run_1/metal_stack.png
Scale bar: 50 um.
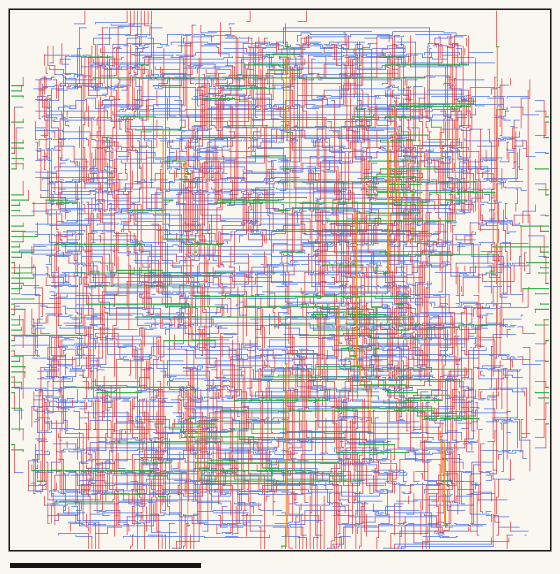
run_1/clock_map.png
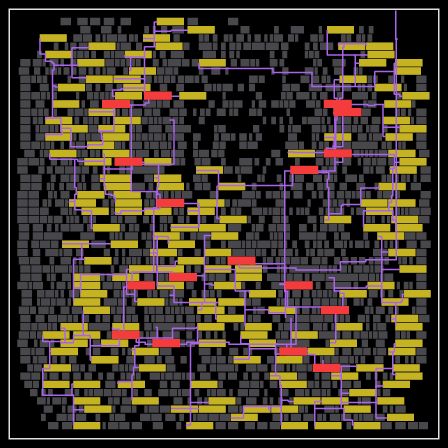
run_1/density.png
The die is cut into 14 by 14 equal tiles; dark blue is low, red is high, 0 to 100% covered.
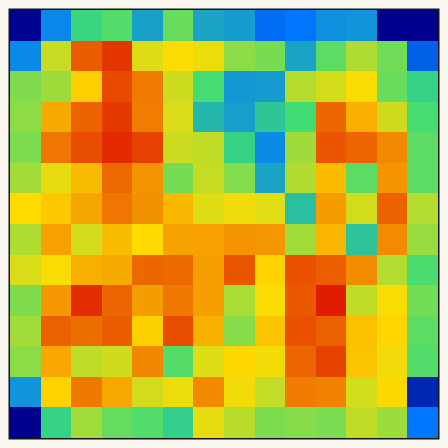
**config.mk**
```make
export PLATFORM = sky130hd
export DESIGN_NAME = alu_mdu_decoder
export DESIGN_NICKNAME = d
export VERILOG_FILES = /design/src/rtl/alu_mdu_decoder.sv
export SDC_FILE = /design/constraint.sdc
export NUM_CORES = 1
export LEC_CHECK = 0
export CAP_MARGIN = 20
export CORE_MARGIN = 2
export CORE_UTILIZATION = 61
export DETAILED_ROUTE_END_ITERATION = 7
export GPL_TIMING_DRIVEN = 1
export PLACE_DENSITY = 0.87
export SLEW_MARGIN = 20
export SYNTH_ARGS = -nofsm -noshare
export SYNTH_HDL_FRONTEND = slang
export SYNTH_SLANG_ARGS = --single-unit
```
**constraint.sdc**
```tcl
create_clock -name clk -period 14 [get_ports clk]
set_clock_uncertainty 0.1 [all_clocks]
set_input_delay 2.1 -clock clk [delete_from_list [all_inputs] [get_ports clk]]
set_output_delay 2.1 -clock clk [all_outputs]
set_load 0.02 [all_outputs]
```
**src/rtl/alu_mdu_decoder.sv**
```systemverilog
`default_nettype none
// +--------------------------------------------------------------------------+
// | alu_mdu_decoder: ALU_Control decode plus iterative multiply unit (Hi/Lo). |
// | Define MDU_DIV_EN to add restoring div/divu on the same datapath.         |
// | Revision: 1.0                                                             |
// +--------------------------------------------------------------------------+
module alu_mdu_decoder #(
  parameter int DATA_WIDTH = 32,
  parameter int CTRL_WIDTH = 3
) (
  input  logic                  clk,
  input  logic                  reset,
  input  logic [1:0]            ALU_Op,
  input  logic [5:0]            Funct,
  input  logic                  Op_Valid,
  input  logic [DATA_WIDTH-1:0] Src_A,
  input  logic [DATA_WIDTH-1:0] Src_B,
  output logic [CTRL_WIDTH-1:0] ALU_Control,
  output logic                  Stall,
  output logic                  Mdu_Done,
  output logic [DATA_WIDTH-1:0] Hi,
  output logic [DATA_WIDTH-1:0] Lo
);

  localparam int W     = DATA_WIDTH;
  localparam int CNT_W = $clog2(DATA_WIDTH);
  localparam logic [CNT_W-1:0] CNT_LAST  = CNT_W'(DATA_WIDTH - 1);
  localparam logic [5:0]       FN_MULT   = 6'b011000;
  localparam logic [5:0]       FN_MULTU  = 6'b011001;
  localparam logic [5:0]       FN_DIV    = 6'b011010;
  localparam logic [5:0]       FN_DIVU   = 6'b011011;

  typedef enum logic [1:0] {IDLE = 2'd0, RUN = 2'd1, DONE = 2'd2} state_t;

  state_t             state_q, state_d;
  logic [W-1:0]       a_q, a_d;
  logic [2*W-1:0]     p_q, p_d;
  logic [CNT_W-1:0]   cnt_q, cnt_d;
  logic               neg_q, neg_d;
  logic [W-1:0]       hi_q, hi_d;
  logic [W-1:0]       lo_q, lo_d;
  logic               done_q, done_d;

  logic [2:0] ctrl;
  always_comb begin
    ctrl = 3'b000;
    case (ALU_Op)
      2'b00:   ctrl = 3'b000;
      2'b01:   ctrl = 3'b001;
      2'b10:   ctrl = 3'b110;
      default: begin
        if (Funct == FN_MULT || Funct == FN_MULTU) ctrl = 3'b010;
`ifdef MDU_DIV_EN
        else if (Funct == FN_DIV || Funct == FN_DIVU) ctrl = 3'b011;
`endif
        else ctrl = 3'b111;
      end
    endcase
  end
  assign ALU_Control = CTRL_WIDTH'(ctrl);

  logic is_mul, is_div, is_signed, start;
  logic [W-1:0] mag_a, mag_b;
  assign is_mul    = (Funct == FN_MULT) | (Funct == FN_MULTU);
`ifdef MDU_DIV_EN
  assign is_div    = (Funct == FN_DIV) | (Funct == FN_DIVU);
`else
  assign is_div    = 1'b0;
`endif
  assign is_signed = ~Funct[0];
  assign start     = (state_q == IDLE) & Op_Valid & (ALU_Op == 2'b11) & (is_mul | is_div);
  assign mag_a     = (is_signed & Src_A[W-1]) ? -Src_A : Src_A;
  assign mag_b     = (is_signed & Src_B[W-1]) ? -Src_B : Src_B;

  // Multiply step: p holds {partial product, remaining multiplier bits}.
  logic [W:0]     mul_sum;
  logic [2*W-1:0] mul_next, prod;
  assign mul_sum  = {1'b0, p_q[2*W-1:W]} + {1'b0, (p_q[0] ? a_q : '0)};
  assign mul_next = {mul_sum, p_q[W-1:1]};
  assign prod     = neg_q ? -mul_next : mul_next;

`ifdef MDU_DIV_EN
  // Restoring divide step: p holds {partial remainder, dividend/quotient bits}.
  logic           div_q, div_d, rneg_q, rneg_d, dz_q, dz_d;
  logic [W:0]     rem_sh, diff;
  logic [2*W-1:0] div_next;
  logic [W-1:0]   quo, rem;
  assign rem_sh   = p_q[2*W-1:W-1];
  assign diff     = rem_sh - {1'b0, a_q};
  assign div_next = diff[W] ? {rem_sh[W-1:0], p_q[W-2:0], 1'b0}
                            : {diff[W-1:0],   p_q[W-2:0], 1'b1};
  assign quo      = dz_q ? '1 : (neg_q ? -div_next[W-1:0] : div_next[W-1:0]);
  assign rem      = rneg_q ? -div_next[2*W-1:W] : div_next[2*W-1:W];
`endif

  always_comb begin
    state_d = state_q;
    a_d     = a_q;
    p_d     = p_q;
    cnt_d   = cnt_q;
    neg_d   = neg_q;
    hi_d    = hi_q;
    lo_d    = lo_q;
    done_d  = 1'b0;
`ifdef MDU_DIV_EN
    div_d   = div_q;
    rneg_d  = rneg_q;
    dz_d    = dz_q;
`endif
    case (state_q)
      IDLE: begin
        if (start) begin
          neg_d   = is_signed & (Src_A[W-1] ^ Src_B[W-1]);
          a_d     = mag_a;
          p_d     = {{W{1'b0}}, mag_b};
          cnt_d   = '0;
          state_d = RUN;
`ifdef MDU_DIV_EN
          div_d  = is_div;
          rneg_d = is_signed & Src_A[W-1];
          dz_d   = (Src_B == '0);
          if (is_div) begin
            a_d = mag_b;
            p_d = {{W{1'b0}}, mag_a};
          end
`endif
        end
      end
      RUN: begin
        p_d   = mul_next;
        cnt_d = cnt_q + 1'b1;
`ifdef MDU_DIV_EN
        if (div_q) p_d = div_next;
`endif
        if (cnt_q == CNT_LAST) begin
          state_d      = DONE;
          done_d       = 1'b1;
          {hi_d, lo_d} = prod;
`ifdef MDU_DIV_EN
          if (div_q) begin
            hi_d = rem;
            lo_d = quo;
          end
`endif
        end
      end
      DONE:    state_d = IDLE;
      default: state_d = IDLE;
    endcase
  end

  always_ff @(posedge clk or posedge reset) begin
    if (reset) begin
      state_q <= IDLE;
      a_q     <= '0;
      p_q     <= '0;
      cnt_q   <= '0;
      neg_q   <= 1'b0;
      hi_q    <= '0;
      lo_q    <= '0;
      done_q  <= 1'b0;
`ifdef MDU_DIV_EN
      div_q   <= 1'b0;
      rneg_q  <= 1'b0;
      dz_q    <= 1'b0;
`endif
    end else begin
      state_q <= state_d;
      a_q     <= a_d;
      p_q     <= p_d;
      cnt_q   <= cnt_d;
      neg_q   <= neg_d;
      hi_q    <= hi_d;
      lo_q    <= lo_d;
      done_q  <= done_d;
`ifdef MDU_DIV_EN
      div_q   <= div_d;
      rneg_q  <= rneg_d;
      dz_q    <= dz_d;
`endif
    end
  end

  assign Stall    = start | (state_q == RUN);
  assign Mdu_Done = done_q;
  assign Hi       = hi_q;
  assign Lo       = lo_q;

endmodule
`default_nettype wire

```
==> out/qor.log, run 1 <==
qor: routing.drt_drc_violations_left 0
qor: global_route.grt_start_max_net_pins 119
qor: placed_design.place.detailed.hpwl 24.3 mm
qor: power.power.switching 878 uW
qor: power.swShare 42.3%
qor: routing.detail_route.vias_per_cell 6.39
qor: status.status finished, final reports clean
qor: synthesis.netlist_logic_family_top AND-OR/OR-AND gates
qor: critical_path.worstReg2RegEnd Hi[29]$_DFFE_PP0P_
qor: synthesis.ys_sh_simple 21.8%
qor: critical_path.timing.critical_path.from_type input pin
qor: clock_network.post-cts-setup-buffer-count 0
qor: flow_run.maxCapViolCount 0
qor: synthesis.synth-edff-count 0
qor: timing.finalWorstPathRequiredPeriod 6.55 ns
qor: power.power_frac_seq 33.3%
qor: layout.buf_share 11.0%
qor: placed_design.io_buffer_count 143
qor: timing.setup_viol 0
qor: critical_path.critical_path.reg2reg.startpoint p_q[0]$_DFFE_PP0P_
qor: routing.dr.pass1.iters 6
qor: synthesis.syn_area 11,500 um^2
qor: clock_network.cts_root_buffer sky130_fd_sc_hd__clkbuf_16
qor: power.vdd_drop_max 0.000106 V
qor: critical_path.timing.critical_path.arrival 4.35 ns
qor: critical_path.timing.critical_path.to_type output port
qor: layout.layout-area-overhead-vs-synth 18.8%
qor: global_route.overflow 0
qor: power.cellLeakagePower 0.00579 uW
qor: synthesis.synth_sequential_area_ratio 36.9%
qor: critical_path.timing.reg2reg.worst_path_depth 13
qor: timing.max_freq 153 MHz
qor: routing.routed.top_layer met4
qor: synthesis.floorplan_net_count 1,485
qor: routing.antenna_left 0
qor: global_route.global_route.usage.met3 5.23%
qor: critical_path.cell_breakdown_of_the_critical_path clkdlybuf4s50_1 > nor4bb_1 > a31oi_2 > buf_4 > inv_1 > clkdlybuf4s50_1
qor: synthesis.ys_async_sr_fraction 100%
qor: hold_path.path_type_of_the_worst_min_delay_path reg -> reg
qor: power.power.internal 1200 uW
qor: timing.setup_slack 7.45 ns
qor: timing.layout_worst_path_cycle_share 46.8%
qor: synthesis.synth.lib_cells_used.distinct 76
qor: power.top_power_group combinational cells
qor: synthesis.synth.area.top_cells sky130_fd_sc_hd__dfrtp_1, sky130_fd_sc_hd__o21ai_0, sky130_fd_sc_hd__nand2_1
qor: timing.final_max_slew_viol_count 0
qor: synthesis.synth_area_leader_cell sky130_fd_sc_hd__dfrtp_1
qor: critical_path.rrSetupSlack 8.83 ns
qor: layout.largest_register_ff_count 64
qor: global_route.grt_antenna_before_repair 0
qor: synthesis.common_cells sky130_fd_sc_hd__nand2_1, sky130_fd_sc_hd__o21ai_0, sky130_fd_sc_hd__dfrtp_1, sky130_fd_sc_hd__clkbuf_1, sky130_fd_sc_hd__xor2_1
qor: layout.finalNonFillerCells 1,704
qor: power.pwr.group.sequential 692 uW
qor: critical_path.critPathLaunch Op_Valid
qor: routing.met3_length 2.71 mm
qor: floorplanning.well_tap_count 234
qor: layout.finish.instance_area 13,600 um^2
qor: synthesis.top_area_contributor_share 36.9%
qor: timing.grt_setup_unrepaired false
qor: power.p_total 2080 uW
qor: critical_path.crit_cells 6
qor: power.power.combinational.fraction 41.9%
qor: layout.antennaDiodeCount 0
qor: layout.logic_gates 1,094
qor: synthesis.synth-area-yosys 11,500 um^2
qor: critical_path.crit_path_end Stall
qor: layout.fraction_of_area_in_registers 31.0%
qor: hold_path.worstHoldPathCells 2
qor: floorplanning.chip_area 19,900 um^2
qor: power.powerComb 871 uW
qor: global_route.busiest_layer met2
qor: synthesis.synth_compound_gate_area_share 22.5%
qor: global_route.wire_length_of_the_first_global_routing_pass 53.2 mm
qor: critical_path.data_required_time_of_the_critical_path 11.80 ns
qor: layout.fraction_of_layout_instances_using_a_drive_strength_above_1 4.83%
qor: placed_design.placement.cell_area 13,000 um^2
qor: placed_design.post_place_setup_slack 7.42 ns
qor: synthesis.post-synth-top-count-cell sky130_fd_sc_hd__nand2_1
qor: hold_path.hold_start a_q[19]$_DFFE_PP0P_
qor: clock_network.cts.reportedPaths.clkPinSlew 0.06 ns
qor: timing.final_hold_viol_count 0
qor: layout.biggestCellCategory multi-input combinational cells
qor: floorplanning.chipWidth 141 um
qor: placed_design.dp.cells 1,672
qor: timing.whs 0.373 ns
qor: synthesis.yosys-mux-area-fraction 0.360%
qor: synthesis.yosysWarnings 0
qor: routing.detailed_router_s_first_iteration_violation_count 1,095
qor: hold_path.hold-path-endpoint a_q[19]$_DFFE_PP0P_
qor: clock_network.tritoncts done
qor: layout.num-nets-final 1,571
qor: flow_run.warning_count 30
About metal_stack.png:
[orange] met4 | wire length: 541 um
[blue] met1 | wire length: 14,600 um
[red] met2 | wire length: 14,900 um
[green] met3 | wire length: 2,710 um
combined global-route utilization of all metal layers: 33.7%
via total after detailed routing: 10,900
Detailed Route WL: 32.8 mm
routed length per placed instance: 19.3 um

About clock_map.png:
[yellow] flip-flops | count: 169
[purple] clock wires | length: 2,140 um
[red] cells driving clock nets | count: 17
routed clock nets: 18
flops lie: all over the die
Clk. pwr: 515 uW
clock insertion delay at the later pin of the skew report: 0.44 ns
fraction of power consumed by the clock network: 24.8%

About density.png:
nearly empty tiles: 2.0%
tiles over 75% full: 42%
mean over tiles: 67%
fp_density: 61.8%
Layout Utilization: 73.4%
Placeable Area: 18,600 um^2

==> run 1 -> run 2 <==
--- a/config.mk
+++ b/config.mk
@@ -7,10 +7,10 @@
 export LEC_CHECK = 0
 export CAP_MARGIN = 20
 export CORE_MARGIN = 2
-export CORE_UTILIZATION = 61
+export CORE_UTILIZATION = 51
 export DETAILED_ROUTE_END_ITERATION = 7
 export GPL_TIMING_DRIVEN = 1
-export PLACE_DENSITY = 0.87
+export PLACE_DENSITY = 0.77
 export SLEW_MARGIN = 20
 export SYNTH_ARGS = -nofsm -noshare
 export SYNTH_HDL_FRONTEND = slang
==> constraint.sdc (replaced) <==
create_clock -name clk -period 5.4 [get_ports clk]
set_clock_uncertainty 0.1 [all_clocks]
set_input_delay 0.81 -clock clk [delete_from_list [all_inputs] [get_ports clk]]
set_output_delay 0.81 -clock clk [all_outputs]
set_load 0.02 [all_outputs]
run_2/density.png
The die is cut into 15 by 15 equal tiles; dark blue is low, red is high, 0 to 100% covered.
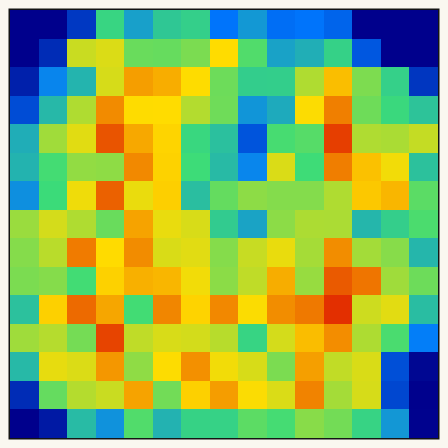
tiles over 75% full: 22%
nearly empty tiles: 5.3%
mean over tiles: 56%
fullest tile: 95%

==> run 2 against run 1 <==
Compared with the run above:
- sequential power rose to 2.6 times the previous value
- die area up 19%
- largest power group unchanged
- register-to-register slack worse by 8.2 ns
- worst setup slack worse by 6.8 ns
- sequential share of layout area down 0.24 points
- highest routed layer unchanged
- critical endpoint is now Hi[29]$_DFFE_PP0P_
- clock power rose to 2.5 times the previous value
==> out/qor.log, run 2 <==
qor: critical_path.worstReg2RegEnd Hi[29]$_DFFE_PP0P_
qor: synthesis.yosysCellCount 1,372
qor: placed_design.placement.cell_area 13,100 um^2
qor: floorplanning.floorplanUtilization 52.3%
qor: synthesis.ys_sh_adder 4.21%
qor: power.pg_clk 1310 uW
qor: synthesis.ys.flops 169
qor: routing.wl_per_cell 18.0 um
qor: timing.finalWorstPathRequiredPeriod 4.80 ns
qor: synthesis.floorplan_net_count 1,485
qor: floorplanning.chip_area 23,700 um^2
qor: critical_path.timing.critical_path.arrival 5.01 ns
qor: critical_path.slowest_delay 0.69 ns
qor: clock_network.clk_latency 0.44 ns
qor: synthesis.netlist_logic_family_top AND-OR/OR-AND gates
qor: critical_path.timing.critical_path.from_type register
qor: synthesis.synth.area.top_cells sky130_fd_sc_hd__dfrtp_1, sky130_fd_sc_hd__o21ai_0, sky130_fd_sc_hd__nand2_1
qor: layout.num-nets-final 1,579
qor: global_route.busiest_layer met1
qor: power.power.internal 3100 uW
qor: clock_network.post-cts-setup-buffer-count 0
qor: synthesis.ys_sh_simple 21.8%
qor: synthesis.post-synth-top-count-cell sky130_fd_sc_hd__nand2_1
qor: global_route.overflow 0
qor: timing.final_hold_viol_count 0
qor: power.power.combinational.fraction 42.0%
qor: routing.drt_wl_total 31.6 mm
qor: power.power_frac_seq 33.4%
qor: layout.fillCellCount 1,881
qor: routing.met3_length 2.53 mm
qor: floorplanning.chipWidth 154 um
qor: routing.detailed_router_s_first_iteration_violation_count 1,094
qor: power.power.switching 2250 uW
qor: floorplanning.core 22,000 um^2
qor: layout.n_sequential_cell 169
qor: synthesis.synth_sequential_area_ratio 36.9%
qor: power.pwr.group.sequential 1780 uW
qor: global_route.global_route.usage.met3 4.59%
qor: power.swShare 42.0%
qor: timing.grt_setup_unrepaired false
qor: layout.logic_gates 1,094
qor: placed_design.place.detailed.hpwl 24.1 mm
qor: hold_path.hold_start a_q[9]$_DFFE_PP0P_
qor: critical_path.cell_breakdown_of_the_critical_path and2_1 > ha_1 > fa_1 > a211oi_2 > o21ai_1 > xnor2_1 > and2_1 > nand4b_4 > or4_4 > nand4b_4 > o31ai_1 > xor2_1 > mux2_2
qor: layout.count_of_plain_and_timing_repair_buffers 158
qor: clock_network.cts_root_buffer sky130_fd_sc_hd__clkbuf_16
qor: placed_design.post_place_setup_slack 0.643 ns
qor: power.vdd_drop_max 0.000191 V
qor: timing.layout_worst_path_cycle_share 88.8%
qor: routing.antenna_left 0
qor: global_route.grt_antenna_before_repair 0
qor: synthesis.common_cells sky130_fd_sc_hd__nand2_1, sky130_fd_sc_hd__o21ai_0, sky130_fd_sc_hd__dfrtp_1, sky130_fd_sc_hd__clkbuf_1, sky130_fd_sc_hd__xor2_1
qor: routing.routed.top_layer met4
qor: global_route.grtUsageTotal 27.2%
qor: layout.biggestCellCategory multi-input combinational cells
qor: critical_path.timing.critical_path.to_type register
qor: power.cellLeakagePower 0.00582 uW
qor: critical_path.rrSetupSlack 0.60 ns
qor: global_route.wire_length_of_the_first_global_routing_pass 51.9 mm
qor: layout.finalNonFillerCells 1,758
qor: synthesis.yosys-mux-area-fraction 0.360%
qor: critical_path.crit_path_end Hi[29]$_DFFE_PP0P_
qor: layout.nonClockInverterCount 26
qor: layout.fraction_of_layout_instances_using_a_drive_strength_above_1 5.35%
qor: routing.detail_route.vias_per_cell 5.95
qor: layout.largest_register_ff_count 64
qor: critical_path.critical_path.reg2reg.startpoint p_q[0]$_DFFE_PP0P_
qor: hold_path.hold-path-endpoint a_q[9]$_DFFE_PP0P_
qor: power.top_power_group combinational cells
qor: timing.final_max_slew_viol_count 0
qor: hold_path.path_type_of_the_worst_min_delay_path reg -> reg
qor: layout.antennaDiodeCount 0
qor: synthesis.top_area_contributor_share 36.9%
qor: timing.setup_slack 0.603 ns
qor: critical_path.data_required_time_of_the_critical_path 5.61 ns
qor: power.powerComb 2240 uW
qor: timing.max_freq 208 MHz
qor: routing.dr.pass1.iters 5
qor: synthesis.syn_area 11,500 um^2
qor: timing.whs 0.374 ns
qor: critical_path.crit_cells 13
qor: synthesis.xor_xnor_area_share 10.7%
qor: placed_design.dp.cells 1,727
qor: clock_network.tritoncts done
qor: layout.buf_share 11.3%
qor: synthesis.synth-area-yosys 11,500 um^2
qor: routing.vias 10,500
qor: global_route.global_routing_met1_resource_utilization 42.3%
qor: status.status finished, final reports clean
qor: floorplanning.well_tap_count 280
qor: synthesis.ys_async_sr_fraction 100%
qor: routing.drt_drc_violations_left 0
qor: hold_path.worstHoldPathCells 2
qor: flow_run.warning_count 30
qor: critical_path.crit_path_top_delay_cell sky130_fd_sc_hd__dfrtp_1
qor: synthesis.synth_compound_gate_area_share 22.5%
qor: layout.layout-area-overhead-vs-synth 19.7%
qor: layout.finish.instance_area 13,700 um^2
qor: power.p_total 5340 uW
qor: layout.most_flop_heavy_register p_q
qor: critical_path.critical_path_buf_inv_count 0
qor: flow_run.maxCapViolCount 0
qor: layout.finish.utilization 62.5%
qor: clock_network.cts.reportedPaths.clkPinSlew 0.07 ns
qor: layout.fraction_of_area_in_registers 30.8%
qor: placed_design.io_buffer_count 143
qor: layout.final-clk-cell-share 4.53%
qor: synthesis.synth.lib_cells_used.distinct 76
qor: timing.setup_viol 0
qor: critical_path.critPathLaunch p_q[0]$_DFFE_PP0P_
qor: synthesis.yosysWarnings 0
qor: global_route.grt_start_max_net_pins 170
qor: synthesis.synth_area_leader_cell sky130_fd_sc_hd__dfrtp_1
qor: critical_path.timing.reg2reg.worst_path_depth 13
qor: power.pwr-share-clk 24.6%
qor: synthesis.synth-edff-count 0
==> run 2 -> run 3 <==
--- a/config.mk
+++ b/config.mk
@@ -7,10 +7,10 @@
 export LEC_CHECK = 0
 export CAP_MARGIN = 20
 export CORE_MARGIN = 2
-export CORE_UTILIZATION = 51
+export CORE_UTILIZATION = 61
 export DETAILED_ROUTE_END_ITERATION = 7
 export GPL_TIMING_DRIVEN = 1
-export PLACE_DENSITY = 0.77
+export PLACE_DENSITY = 0.87
 export SLEW_MARGIN = 20
 export SYNTH_ARGS = -nofsm -noshare
 export SYNTH_HDL_FRONTEND = slang
==> constraint.sdc (replaced) <==
create_clock -name clk -period 5.8 [get_ports clk]
set_clock_uncertainty 0.1 [all_clocks]
set_input_delay 0.87 -clock clk [delete_from_list [all_inputs] [get_ports clk]]
set_output_delay 0.87 -clock clk [all_outputs]
set_load 0.02 [all_outputs]
run_3/final_congestion.png
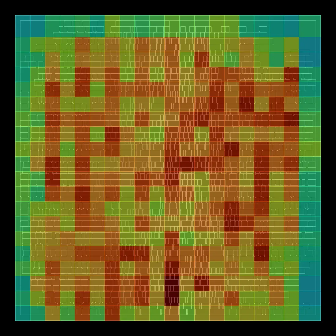
combined global-route utilization of all metal layers: 32.7%
routed length per placed instance: 19.1 um
global routing met1 resource utilization: 47.6%
Layout Utilization: 73.4%
met2 Track Usage GR: 49.2%

==> run 3 against run 2 <==
Compared with the run above:
- first-iteration DRC count up 13%
- non-clock buffer count down 5
- critical path depth unchanged
- via count up 4.8%
- critical path type unchanged
- cell count down 2.9%
==> out/qor.log, run 3 <==
qor: status.status finished, final reports clean
qor: clock_network.cts.reportedPaths.clkPinSlew 0.07 ns
qor: hold_path.hold-path-endpoint Hi[18]$_DFFE_PP0P_
qor: global_route.global_route.usage.met3 6.86%
qor: synthesis.synth.area.top_cells sky130_fd_sc_hd__dfrtp_1, sky130_fd_sc_hd__o21ai_0, sky130_fd_sc_hd__nand2_1
qor: power.power.combinational.fraction 42.0%
qor: floorplanning.chipWidth 141 um
qor: routing.antenna_left 0
qor: synthesis.yosysWarnings 0
qor: hold_path.hold_start Hi[18]$_DFFE_PP0P_
qor: power.swShare 42.3%
qor: layout.area.share.combinational 50.5%
qor: floorplanning.floorplanUtilization 61.8%
qor: floorplanning.chip_area 19,900 um^2
qor: placed_design.io_buffer_count 143
qor: clock_network.cts_root_buffer sky130_fd_sc_hd__clkbuf_16
qor: layout.final-clk-cell-share 4.46%
qor: synthesis.common_cells sky130_fd_sc_hd__nand2_1, sky130_fd_sc_hd__o21ai_0, sky130_fd_sc_hd__dfrtp_1, sky130_fd_sc_hd__clkbuf_1, sky130_fd_sc_hd__xor2_1
qor: synthesis.ys_sh_simple 21.8%
qor: critical_path.timing.critical_path.from_type register
qor: timing.whs 0.375 ns
qor: layout.finalNonFillerCells 1,707
qor: layout.finish.instance_area 13,600 um^2
qor: routing.detail_route.vias_per_cell 6.42
qor: routing.detailed_router_s_first_iteration_violation_count 1,238
qor: critical_path.crit_path_top_delay_cell sky130_fd_sc_hd__dfrtp_1
qor: flow_run.maxCapViolCount 0
qor: layout.logic_gates 1,094
qor: synthesis.synth_sequential_area_ratio 36.9%
qor: layout.biggestCellCategory multi-input combinational cells
qor: critical_path.timing.critical_path.arrival 5.15 ns
qor: layout.fillCellCount 1,393
qor: timing.setup_viol 0
qor: power.pg_clk 1190 uW
qor: placed_design.post_place_setup_slack 0.931 ns
qor: layout.most_flop_heavy_register p_q
qor: global_route.wire_length_of_the_first_global_routing_pass 51.8 mm
qor: global_route.busiest_layer met2
qor: synthesis.syn_area 11,500 um^2
qor: timing.final_hold_viol_count 0
qor: synthesis.ys_async_sr_fraction 100%
qor: layout.nonClockInverterCount 26
qor: placed_design.placement.cell_area 13,000 um^2
qor: critical_path.critPathLaunch p_q[0]$_DFFE_PP0P_
qor: critical_path.critical_path.max_fanout 33
qor: global_route.grt_start_max_net_pins 109
qor: floorplanning.core 18,600 um^2
qor: global_route.overflow 0
qor: layout.fraction_of_layout_instances_using_a_drive_strength_above_1 4.89%
qor: critical_path.crit_path_end Hi[29]$_DFFE_PP0P_
qor: timing.max_freq 203 MHz
qor: layout.antennaDiodeCount 0
qor: synthesis.synth_compound_gate_area_share 22.5%
qor: power.p_total 4940 uW
qor: placed_design.place.detailed.hpwl 23.9 mm
qor: routing.vias 11,000
qor: critical_path.cell_breakdown_of_the_critical_path and2_1 > ha_1 > fa_1 > a211oi_2 > o21ai_1 > xnor2_1 > and2_1 > nand4b_4 > or4_4 > nand4b_4 > o31ai_1 > xor2_1 > mux2_2
qor: global_route.grt_antenna_before_repair 0
qor: routing.drt_wl_total 32.6 mm
qor: critical_path.rrSetupSlack 0.87 ns
qor: critical_path.slowest_delay 0.70 ns
qor: timing.final_max_slew_viol_count 0
qor: critical_path.worstReg2RegEnd Hi[29]$_DFFE_PP0P_
qor: routing.dr.pass1.iters 8
qor: layout.buf_share 11.1%
qor: timing.layout_worst_path_cycle_share 84.9%
qor: clock_network.clk_latency 0.44 ns
qor: hold_path.worstHoldPathCells 2
qor: synthesis.post-synth-top-count-cell sky130_fd_sc_hd__nand2_1
qor: critical_path.critical_path.reg2reg.startpoint p_q[0]$_DFFE_PP0P_
qor: power.power.switching 2090 uW
qor: timing.finalWorstPathRequiredPeriod 4.93 ns
qor: layout.largest_register_ff_count 64
qor: power.vdd_drop_max 0.000243 V
qor: critical_path.critical_path_buf_inv_count 0
qor: synthesis.yosys-mux-area-fraction 0.360%
qor: synthesis.netlist_logic_family_top AND-OR/OR-AND gates
qor: synthesis.ys_sh_adder 4.21%
qor: layout.n_sequential_cell 169
qor: synthesis.synth_area_leader_cell sky130_fd_sc_hd__dfrtp_1
qor: synthesis.synth-area-yosys 11,500 um^2
qor: clock_network.post-cts-setup-buffer-count 0
qor: power.power.internal 2850 uW
qor: synthesis.top_area_contributor_share 36.9%
qor: power.power_frac_seq 33.9%
qor: synthesis.ys.flops 169
qor: power.top_power_group combinational cells
qor: floorplanning.well_tap_count 234
qor: critical_path.timing.reg2reg.worst_path_depth 13
qor: flow_run.warning_count 32
qor: routing.routed.top_layer met4
qor: synthesis.synth.lib_cells_used.distinct 76
qor: routing.drt_drc_violations_left 0
qor: timing.setup_slack 0.873 ns
qor: power.pwr.group.sequential 1670 uW
qor: routing.met3_length 3.21 mm
qor: layout.fraction_of_area_in_registers 31.0%
qor: synthesis.floorplan_net_count 1,485
qor: critical_path.timing.critical_path.to_type register
Power figures rest on the tool's default switching activity, not on a simulated workload.
